Figure 1. Clock network drawn from the DEF (run 1).
(4 px per um)
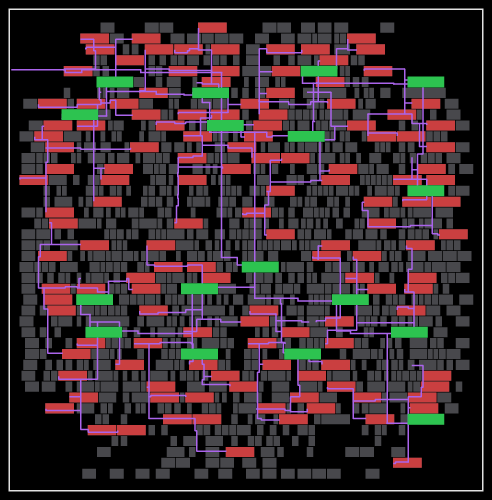
Figure 2. Clock nets (run 1).
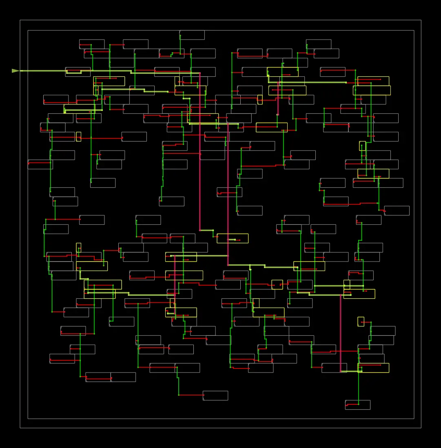
Figure 3. Cell classes on the final placement (run 1).
(2 px per um)
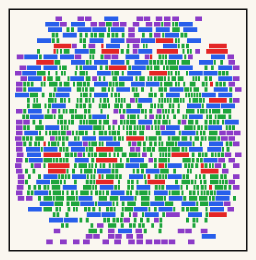
[src/rtl/sliced_logic_unit.sv]
// Multi-cycle bitwise logic unit: AND/OR/XOR/NOR on WIDTH-bit operands, SLICE bits per
// cycle (LSB slice first), start/ready handshake and a registered zero flag on the result.
module sliced_logic_unit #(
   parameter int unsigned WIDTH = 32,
   parameter int unsigned SLICE = 8
) (
   input  logic             clock,
   input  logic             reset,
   input  logic             ctrl_start,
   input  logic [1:0]       ctrl_ALUopcode,
   input  logic [WIDTH-1:0] data_operandA,
   input  logic [WIDTH-1:0] data_operandB,
   output logic [WIDTH-1:0] data_result,
   output logic             data_isZero,
   output logic             data_resultRDY,
   output logic             busy
);

   localparam int unsigned N     = WIDTH / SLICE;
   localparam int unsigned CNT_W = (N > 1) ? $clog2(N) : 1;
   localparam logic [CNT_W-1:0] LAST = CNT_W'(N - 1);

   typedef enum logic [1:0] {
      IDLE = 2'd0,
      BUSY = 2'd1,
      DONE = 2'd2
   } state_t;

   state_t           state;
   logic [WIDTH-1:0] a_q;
   logic [WIDTH-1:0] b_q;
   logic [1:0]       op_q;
   logic [WIDTH-1:0] acc_q;
   logic [WIDTH-1:0] acc_next;
   logic [CNT_W-1:0] cnt_q;

   function automatic logic [SLICE-1:0] slice_op(input logic [1:0]       op,
                                                 input logic [SLICE-1:0] a,
                                                 input logic [SLICE-1:0] b);
      logic [SLICE-1:0] r;
      case (op)
         2'b00:   r = a & b;
         2'b01:   r = a | b;
         2'b10:   r = a ^ b;
         default: r = ~(a | b);
      endcase
      return r;
   endfunction

   // Accumulator with the current slice filled in; other slices pass through untouched.
   always_comb begin
      acc_next = acc_q;
      for (int s = 0; s < int'(N); s++) begin
         if (cnt_q == CNT_W'(s)) begin
            acc_next[s*SLICE +: SLICE] = slice_op(op_q, a_q[s*SLICE +: SLICE],
                                                  b_q[s*SLICE +: SLICE]);
         end
      end
   end

   always_ff @(posedge clock) begin
      if (reset) begin
         state          <= IDLE;
         cnt_q          <= '0;
         a_q            <= '0;
         b_q            <= '0;
         op_q           <= '0;
         acc_q          <= '0;
         data_result    <= '0;
         data_isZero    <= 1'b1;
         data_resultRDY <= 1'b0;
         busy           <= 1'b0;
      end else begin
         data_resultRDY <= 1'b0;
         case (state)
            IDLE: begin
               if (ctrl_start) begin
                  a_q   <= data_operandA;
                  b_q   <= data_operandB;
                  op_q  <= ctrl_ALUopcode;
                  acc_q <= '0;
                  cnt_q <= '0;
                  busy  <= 1'b1;
                  state <= BUSY;
               end
            end
            BUSY: begin
               acc_q <= acc_next;
               if (cnt_q == LAST) begin
                  // Final slice: publish the whole word at once so partials never show.
                  cnt_q          <= '0;
                  data_result    <= acc_next;
                  data_isZero    <= (acc_next == '0);
                  data_resultRDY <= 1'b1;
                  busy           <= 1'b0;
                  state          <= DONE;
               end else begin
                  cnt_q <= cnt_q + CNT_W'(1);
               end
            end
            DONE: begin
               if (ctrl_start) begin
                  a_q   <= data_operandA;
                  b_q   <= data_operandB;
                  op_q  <= ctrl_ALUopcode;
                  acc_q <= '0;
                  cnt_q <= '0;
                  busy  <= 1'b1;
                  state <= BUSY;
               end else begin
                  state <= IDLE;
               end
            end
            default: begin
               state <= IDLE;
               busy  <= 1'b0;
            end
         endcase
      end
   end

endmodule

[config.mk]
export PLATFORM = sky130hd
export DESIGN_NAME = sliced_logic_unit
export DESIGN_NICKNAME = d
export VERILOG_FILES = /design/src/rtl/sliced_logic_unit.sv
export SDC_FILE = /design/constraint.sdc
export NUM_CORES = 1
export LEC_CHECK = 0
export ABC_AREA = 1
export CAP_MARGIN = 30
export CORE_AREA = 2 2 116 118
export CTS_CLUSTER_SIZE = 14
export DETAILED_ROUTE_END_ITERATION = 10
export DIE_AREA = 0 0 118 120
export PLACE_DENSITY = 0.82
export SLEW_MARGIN = 20
export SYNTH_ARGS = -nofsm -noshare
export SYNTH_HDL_FRONTEND = slang
export SYNTH_SLANG_ARGS = --single-unit
[constraint.sdc]
create_clock -name clock -period 2.25 [get_ports clock]
set_input_delay 0.5625 -clock clock [delete_from_list [all_inputs] [get_ports clock]]
set_output_delay 0.5625 -clock clock [all_outputs]
set_load 0.02 [all_outputs]
==> impl_metrics.yaml, run 1 <==
# generated from flow reports
placed_design:
  place.gp.congestion: 0.923
  port_buffers: 103
pwr:
  peakVddDrop_mv: 0.579
  power_mw: 6.51
  p_per_area_nw_per_um2: 738
  leakage_nw: 3.88
route:
  drt-wirelength-per-cell_um: 16.4
  via_per_inst: 5.60
  drt_wl_total_um: 19800
  drtPass1Iterations: 5
  num_vias: 6763
  post-route-drc-count: 0
synth:
  synth_area_per_cell_um2: 7.51
  adder_share_pct: 12.2
  synth-seq-area-share_pct: 39.1
  ys_types: 20
  yosysChipArea_um2: 6970
  synth.top_cell.area_share_pct: 39.1
  ys_warn_count: 0
  xor_area_share_pct: 0
  ys_ff: 136
  ys_sh_mux_pct: 0
  synthCells: 927
  floorplan.nets: 1064
  ys_sh_simple_pct: 15.6
  largest_area_cell: "dfxtp_1"
  synth-edff-count: 0
  synth-async-reset-ratio_pct: 0
  compound_area_share_pct: 23.5
die:
  die_x_um: 118
  taps: 176
  initCoreUtil_pct: 53.7
  chipArea_um2: 14200
  die_h_um: 120
finish:
  comb-cell-share_pct: 40.7
  nonClkBufAreaFrac_pct: 14.4
  finalNetCount: 1155
  largestRegisters: "a_q (32), b_q (32), data_result (32)"
  nFillCells: 1118
  clkCellAreaFrac_pct: 6.77
  num-nonclk-buffers: 132
  n_antenna_cell: 0
  regArea_um2: 2720
  finalInstanceArea_um2: 8820
clocking:
  cts_root_buffer: "clkbuf_16"
  postCtsResizedCells: 0
grt:
  grt_usage_pct: 28.7
  antenna_found_initial: 0
  overflow: 0
worst_hold_path:
  hold_path.class: "register to register"
  min_to: "busy"
  hold_path.startpoint: "busy"
final_timing:
  slew_headroom_pct: 51.2
  setup_viol: 0
  rsz0062_at_grt: "false"
  setup_ws_ps: 205
  tightest_slew_ps: 731
  finalSetupTns_ps: 0
  hold_violations: 0
setup_path:
  reg2reg_slack_ps: 200
  start_kind: "register"
  required_ps: 2620
  crit_fanout: 25
  criticalPathCategory: "register to register"
  cp-startpoint: "op_q[1]"
run_status:
  status: "completed"
Back to the opening pictures, Figure 1:
Purple marks clock wires, length 1,760 um. Green marks clock-net drivers, count 17. Red marks flip-flops, count 136.
There are 18 routed clock nets. Position of the flops: all over the die.
Final Skew: 6.01 ps
clk_lat worst skew: 420 ps
clock share of power: 44.3%

Back to the opening pictures, Figure 2:
sequential cell count: 136
clock-net power: 2.89 mW
TritonCTS Sinks: 136
CTS buffer count: 17

Back to the opening pictures, Figure 3:
Red marks clock drivers and dummy loads, cells 32, share of their area 6.9%. Green marks remaining logic cells, cells 731, share of their area 47%. Blue marks registers, cells 136, share of their area 32%. Purple marks remaining buffers and delay cells, cells 132, share of their area 15%.
Core ar.: 13,000 um^2
# rows: 42

[run 1: critical path, cell delays in order (launching register included)]
cell and delay [ps]:
dfxtp_1 370, buf_4 230, nand2_2 200, inv_6 250, a21oi_1 100, a21oi_1 310
nand2_1 110, nor2_1 150, nand2_1 70, nor2_1 90, nand2_1 60, nand2_1 50
[run 1: routing by layer]
layer  part of all wire [%]  global-route usage, %
met1                     39                   31.5
met2                     51                   51.6
met3                    5.7                   6.65
met4                    4.2                   14.9
met5                      0                      0
[run 1: power by group]
part	total [mW]	switching, mW	leakage, nW	internal [mW]
Combinational	1.04	0.624	2.48	0.412
Sequential	2.59	0.0655	1.11	2.52
Clock	2.89	1.04	0.293	1.85
Figure 4. The metal 3 layer (run 1).
(3 px per um) Cells faint in the background.
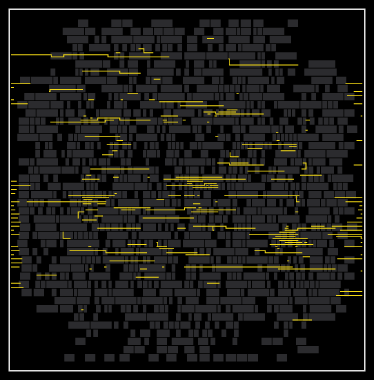

==> run 2: changes to the inputs <==
--- a/config.mk
+++ b/config.mk
@@ -11,7 +11,7 @@
 export CTS_CLUSTER_SIZE = 14
 export DETAILED_ROUTE_END_ITERATION = 10
 export DIE_AREA = 0 0 118 120
-export PLACE_DENSITY = 0.82
+export PLACE_DENSITY = 0.8
 export SLEW_MARGIN = 20
 export SYNTH_ARGS = -nofsm -noshare
 export SYNTH_HDL_FRONTEND = slang
Figure 5. The metal 3 layer (run 2).
(3 px per um) Cells faint in the background.
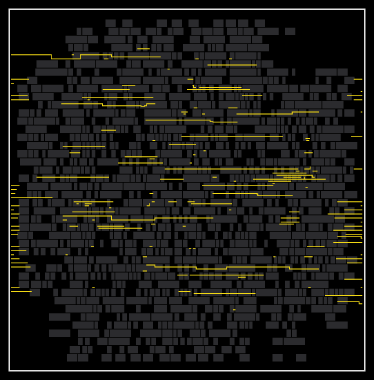
The layer holds 5.5% of the routed length. 104 nets have wire on it. The wires run mostly horizontal. The longest straight run is 44.2 um.
met3 Usage GRT: 6.23%
Routed WL: 18,800 um

==> impl_metrics.yaml, run 2 <==
# generated from flow reports
grt:
  grt_max_degree: 50
  overflow: 0
  grt_usage_pct: 27.6
  grt_pass1_vias: 6584
  grt_pass1_wl_um: 31100
  met2_usage_pct: 49.7
  antenna_found_initial: 0
  top_usage_layer: "met2"
  use_met1_pct: 30.6
placed_design:
  place.gp.congestion: 0.870
  place_inst: 1183
  placed_area_um2: 8310
  port_buffers: 103
  detailed_place_hpwl_um: 13200
  place_ws_ps: 132
setup_path:
  cpMostUsedCell: "nand2_1"
  critPathBufInv: 3
  crit_chain: "buf_4, buf_6, inv_2, nand3_1, nand3_1, a21oi_1, nand2_1, nor2_1, nand2_1, nor2_1, nand2_1, nand2_1"
  required_ps: 2630
  reg2reg_slack_ps: 150
  crit_fanout: 26
  criticalPathCategory: "register to register"
  r2r-start: "op_q[1]"
  reg2reg_to: "data_isZero"
  rr_worst_depth: 12
  cpPeakStageDelay_ps: 350
  end_kind: "register"
  cp_slowest_cell: "dfxtp_1"
  critPathTopFamily: "simple AND/OR/NAND/NOR gates"
  worstPathArrival_ps: 2470
  start_kind: "register"
synth:
  ys_types: 20
  ys_ff: 136
  ys_top_cells_by_count: "136 x dfxtp_1, 125 x nand2_1, 121 x o21ai_0, 108 x a21oi_1, 105 x inv_1"
  synthCells: 927
  most_common_cell: "dfxtp_1"
  ys_cells: 927
  largest_area_cell: "dfxtp_1"
  synth-seq-area-share_pct: 39.1
  synth.top_cell.area_share_pct: 39.1
  netlist_area_um2: 6970
  synth-edff-count: 0
  area_leaders: "dfxtp_1 39%, ha_1 12%, o21ai_0 8.7%"
  ys_warn_count: 0
  synth_area_per_cell_um2: 7.51
  yosysChipArea_um2: 6970
  floorplan.nets: 1064
  synth-async-reset-ratio_pct: 0
  ff_type: "dfxtp_1"
finish:
  dominant_cells: "logic gates"
  combGateArea_um2: 3580
  regArea_um2: 2720
  finalNetCount: 1163
  nFillCells: 1092
  clkCellAreaFrac_pct: 7.01
  lay_top_cells: "136 x dfxtp_1, 124 x nand2_1, 121 x o21ai_0"
  final_cells: 1215
  finalInstanceArea_um2: 8940
  comb-cell-share_pct: 40.1
  ff_count: 136
  drive_above_1_share_pct: 7.31
  lay_top_count: "dfxtp_1"
  num-nonclk-buffers: 140
  comb_cells: 622
  nonClkBufAreaFrac_pct: 15.4
  syn_to_final_growth_pct: 28.4
  postLayoutCoreUtil_pct: 68.9
  inv_count: 109
  n_antenna_cell: 0
  sh_seq_area_pct: 30.5
  largestRegisters: "a_q (32), b_q (32), data_result (32)"
clocking:
  cts_tree: "built"
  postCtsResizedCells: 0
  hold_buffers: 0
  cts_buffers: 17
  clock_path_buffers: 2
  clk_pin_slew_ps: 60
  htreeDepth: 4
  clock-sinks: 136
  cts_root_buffer: "clkbuf_16"
  post_cts_buffers: 0
pwr:
  leakage_nw: 3.94
  peakVddDrop_mv: 0.521
  power_mw: 6.60
  p_per_area_nw_per_um2: 738
final_timing:
  finalCritPeriodShare_pct: 93.2
  fin_crit_ps: 2100
  rsz0062_at_grt: "false"
  slew_headroom_pct: 57.8
  finalMaxSlewViolations: 0
  hold_violations: 0
  tightest_slew_ps: 633
  setup_viol: 0
  hold_ws_ps: 468
  max_freq_mhz: 477
  setup_ws_ps: 153
  finalSetupTns_ps: 0
die:
  taps: 176
  die_h_um: 120
  core_region_area_um2: 13000
  die_x_um: 118
  rows: 42
  ios: 104
  initCoreUtil_pct: 53.7
  chipArea_um2: 14200
run_status:
  status: "completed"
route:
  num_vias: 6582
  drt-initial-drc-count: 496
  wl_met3_um: 1040
  wl_met2_um: 9470
  via_per_inst: 5.42
  drt-wirelength-per-cell_um: 15.5
  met1_length_um: 7510
  highest_layer: "met4"
  drtPass1Iterations: 5
  post-route-drc-count: 0
  ant_nets: 0
worst_hold_path:
  min_to: "acc_q[31]"
  holdPathStages: 2
  hold_path.class: "register to register"
  hold_path.startpoint: "acc_q[31]"
run:
  tool_warnings: 61
  cap_violations: 0
Figure 6. Clock nets (run 2).
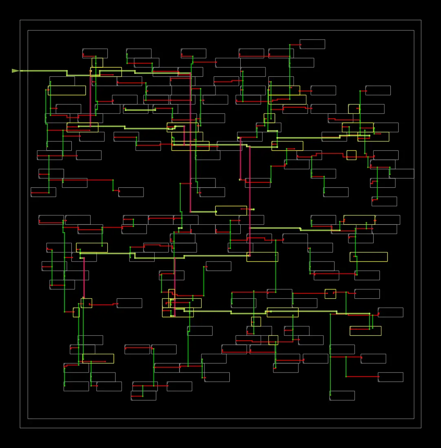
Layout clock buffers: 17
Final Skew: 8.65 ps
clk_lat worst skew: 430 ps

## run 2: report_power, final
part           leakage (nW)  switching (mW)  total, mW  internal [mW]
sequential             1.11          0.0638       2.59           2.52
clock                 0.299            1.11       2.96           1.85
combinational          2.53           0.610       1.05          0.440
## run 2: worst max path at each step
stage          startpoint  slack (ps)               to  cells past startpoint
3_3_place_gp        reset         150  data_result[11]                      4
5_1_grt           op_q[1]          30      data_isZero                     13
3_5_place_dp        reset         130  data_result[11]                      4
4_1_cts           op_q[1]         130      data_isZero                     12
6_report          op_q[1]         150      data_isZero                     12
2_1_floorplan    cnt_q[0]         540      data_isZero                     12
## run 2: logic make-up after synthesis
kind of cell,synth area share (%)
DFF,39.1
AOI/OAI and AO/OA,23.5
and+or+nand+nor,15.6
buffers and inverters,9.65
adders and majority gates,12.2
Figure 7. Cell classes on the final placement (run 2).
(2 px per um)
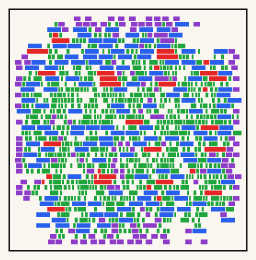

==> run 3: changes to the inputs <==
--- a/config.mk
+++ b/config.mk
@@ -12,6 +12,7 @@
 export DETAILED_ROUTE_END_ITERATION = 10
 export DIE_AREA = 0 0 118 120
 export PLACE_DENSITY = 0.8
+export RECOVER_POWER = 25
 export SLEW_MARGIN = 20
 export SYNTH_ARGS = -nofsm -noshare
 export SYNTH_HDL_FRONTEND = slang
Figure 8. Cell classes on the final placement (run 3).
(2 px per um)
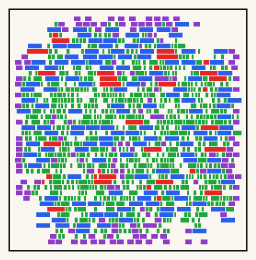
Purple marks remaining buffers and delay cells, cells 140, share of their area 15%. Blue marks registers, cells 136, share of their area 31%. Red marks clock drivers and dummy loads, cells 32, share of their area 7.2%. Green marks remaining logic cells, cells 731, share of their area 46%.
Design Area, Final: 8910 um^2
fraction of area in registers: 30.6%

==> impl_metrics.yaml, run 3 <==
# generated from flow reports
die:
  chipArea_um2: 14200
  die_x_um: 118
  rows: 42
  die_h_um: 120
  ios: 104
  initCoreUtil_pct: 53.7
  core_region_area_um2: 13000
pwr:
  p_seq_mw: 2.59
  p_int_mw: 4.81
  peakVddDrop_mv: 0.519
  leakage_nw: 3.93
  swShare_pct: 27.0
  pg_comb_mw: 1.04
  pwr-share-seq_pct: 39.3
  p_per_area_nw_per_um2: 740
  power_mw: 6.59
  p_comb_share_pct: 15.8
  top_power_group: "clock"
synth:
  ys_types: 20
  synth-async-reset-ratio_pct: 0
  synth-seq-area-share_pct: 39.1
  ys_top_cells_by_count: "136 x dfxtp_1, 125 x nand2_1, 121 x o21ai_0, 108 x a21oi_1, 105 x inv_1"
  floorplan.nets: 1064
  largest_area_cell: "dfxtp_1"
  yosysChipArea_um2: 6970
  ys_warn_count: 0
  synth_area_per_cell_um2: 7.51
  synth.top_cell.area_share_pct: 39.1
  area_leaders: "dfxtp_1 39%, ha_1 12%, o21ai_0 8.7%"
  ys_ff: 136
  synth-edff-count: 0
clocking:
  cts_buffers: 17
  htreeDepth: 4
  postCtsResizedCells: 0
  clk_latency_ps: 430
  clk_pin_slew_ps: 60
  cts_root_buffer: "clkbuf_16"
  cts_tree: "built"
  post_cts_buffers: 0
  clock-sinks: 136
grt:
  grt_pass1_wl_um: 31100
  grt_max_degree: 50
  grt_usage_pct: 27.6
  antenna_found_initial: 0
  top_usage_layer: "met2"
  grt_pass1_vias: 6584
setup_path:
  rr_worst_depth: 13
  reg2reg_slack_ps: 150
  cp-startpoint: "reset"
  worstPathArrival_ps: 2490
  required_ps: 2620
  r2r-start: "op_q[1]"
  criticalPathCategory: "input port to register"
  cp_slowest_cell: "clkbuf_2"
  crit_fanout: 49
  cpPeakStageDelay_ps: 690
  end_kind: "register"
  crit_end: "b_q[17]"
route:
  wl_met2_um: 9460
  num_vias: 6590
  wl_met3_um: 1030
  drt-wirelength-per-cell_um: 15.4
  post-route-drc-count: 0
  met1_length_um: 7470
  highest_layer: "met4"
  drt-initial-drc-count: 525
  via_per_inst: 5.42
  drtPass1Iterations: 6
  drt_wl_total_um: 18800
final_timing:
  slew_headroom_pct: 39.4
  rsz0062_at_grt: "false"
  tightest_slew_ps: 909
  setup_ws_ps: 129
  hold_violations: 0
  setup_viol: 0
  finalCritPeriodShare_pct: 94.2
  finalSetupTns_ps: 0
  hold_ws_ps: 468
finish:
  final_cells: 1215
  syn_to_final_growth_pct: 27.9
  postLayoutCoreUtil_pct: 68.6
  lay_top_cells: "136 x dfxtp_1, 124 x nand2_1, 121 x o21ai_0"
  combGateArea_um2: 3580
  finalNetCount: 1163
  nFillCells: 1097
  largestRegisters: "a_q (32), b_q (32), data_result (32)"
  n_antenna_cell: 0
  drive_above_1_share_pct: 7.31
  lay_top_count: "dfxtp_1"
run_status:
  status: "completed"
placed_design:
  place_ws_ps: 132
  port_buffers: 103
  placed_area_um2: 8310
  place_inst: 1183
run:
  cap_violations: 0
  tool_warnings: 61
worst_hold_path:
  hold_path.class: "register to register"
  holdPathStages: 2
Figure 9. Clock network drawn from the DEF (run 3).
(4 px per um)
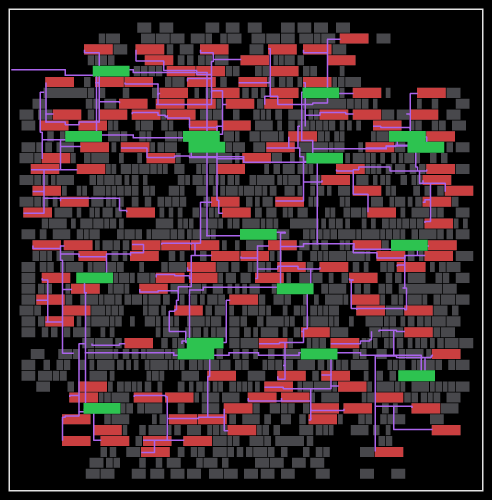
Purple marks clock wires, length 1,740 um. Green marks clock-net drivers, count 17. Red marks flip-flops, count 136.
Position of the flops: all over the die.
Final Skew: 10.7 ps
clock-net power: 2.96 mW
clock share of power: 44.9%

==> run 3: final cells by class <==
| class | count | share of cell area, % |
|---|---|---|
| multi-input cells | 622 | 40.2 |
| flip-flops and latches | 136 | 30.6 |
| repair buffers | 140 | 15.1 |
| clock buffers | 17 | 4.78 |
| inverters | 109 | 4.62 |
| well taps | 176 | 2.47 |
| clock inverters | 15 | 2.26 |
==> run 3: logic make-up (layout without fill, tap and decap cells) <==
family / count (synthesis) / count (layout) / synth area share, %
and+or+nand+nor: 264 / 264 / 15.6
buffers and inverters: 169 / 281 / 9.65
adders and majority gates: 68 / 68 / 12.2
DFF: 136 / 136 / 39.1
AOI/OAI and AO/OA: 290 / 290 / 23.5
==> run 3: critical path: cells and delay by family <==
family          cells  cell delay (ps)
buf+inv             3             1380
compound gates      2              510

## Gallery

Port wiring.
(4 px per um)
image #1
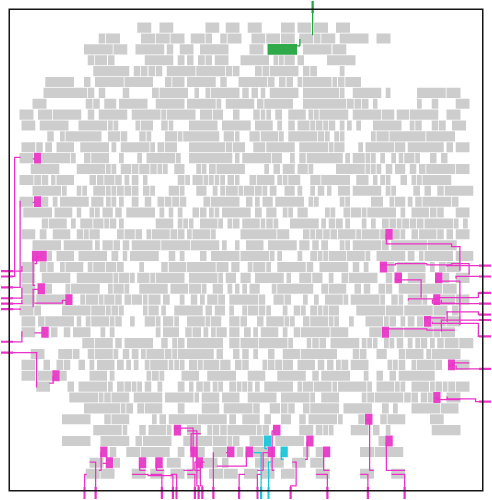
image #2
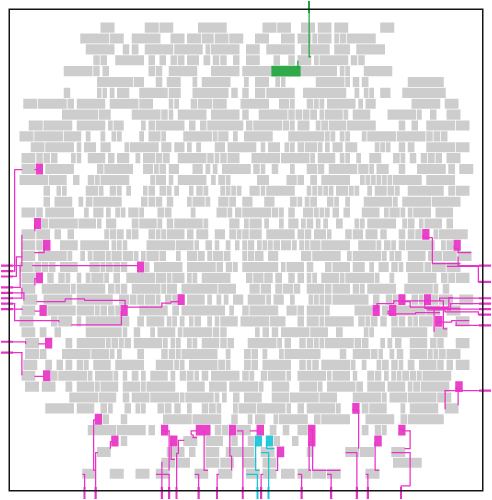
run 3: image #1
run 1: image #2

Key to image #2:
Cyan marks `ctrl_ALUopcode`, bits 2, direction input, end cells 2, wire 28.8 um. Green marks `data_resultRDY`, bits 1, direction output, end cells 1, wire 14.1 um. Magenta marks `data_operandA`, bits 32, direction input, end cells 32, wire 615 um.

No activity file was given, so power comes from the tool's default toggle rates.
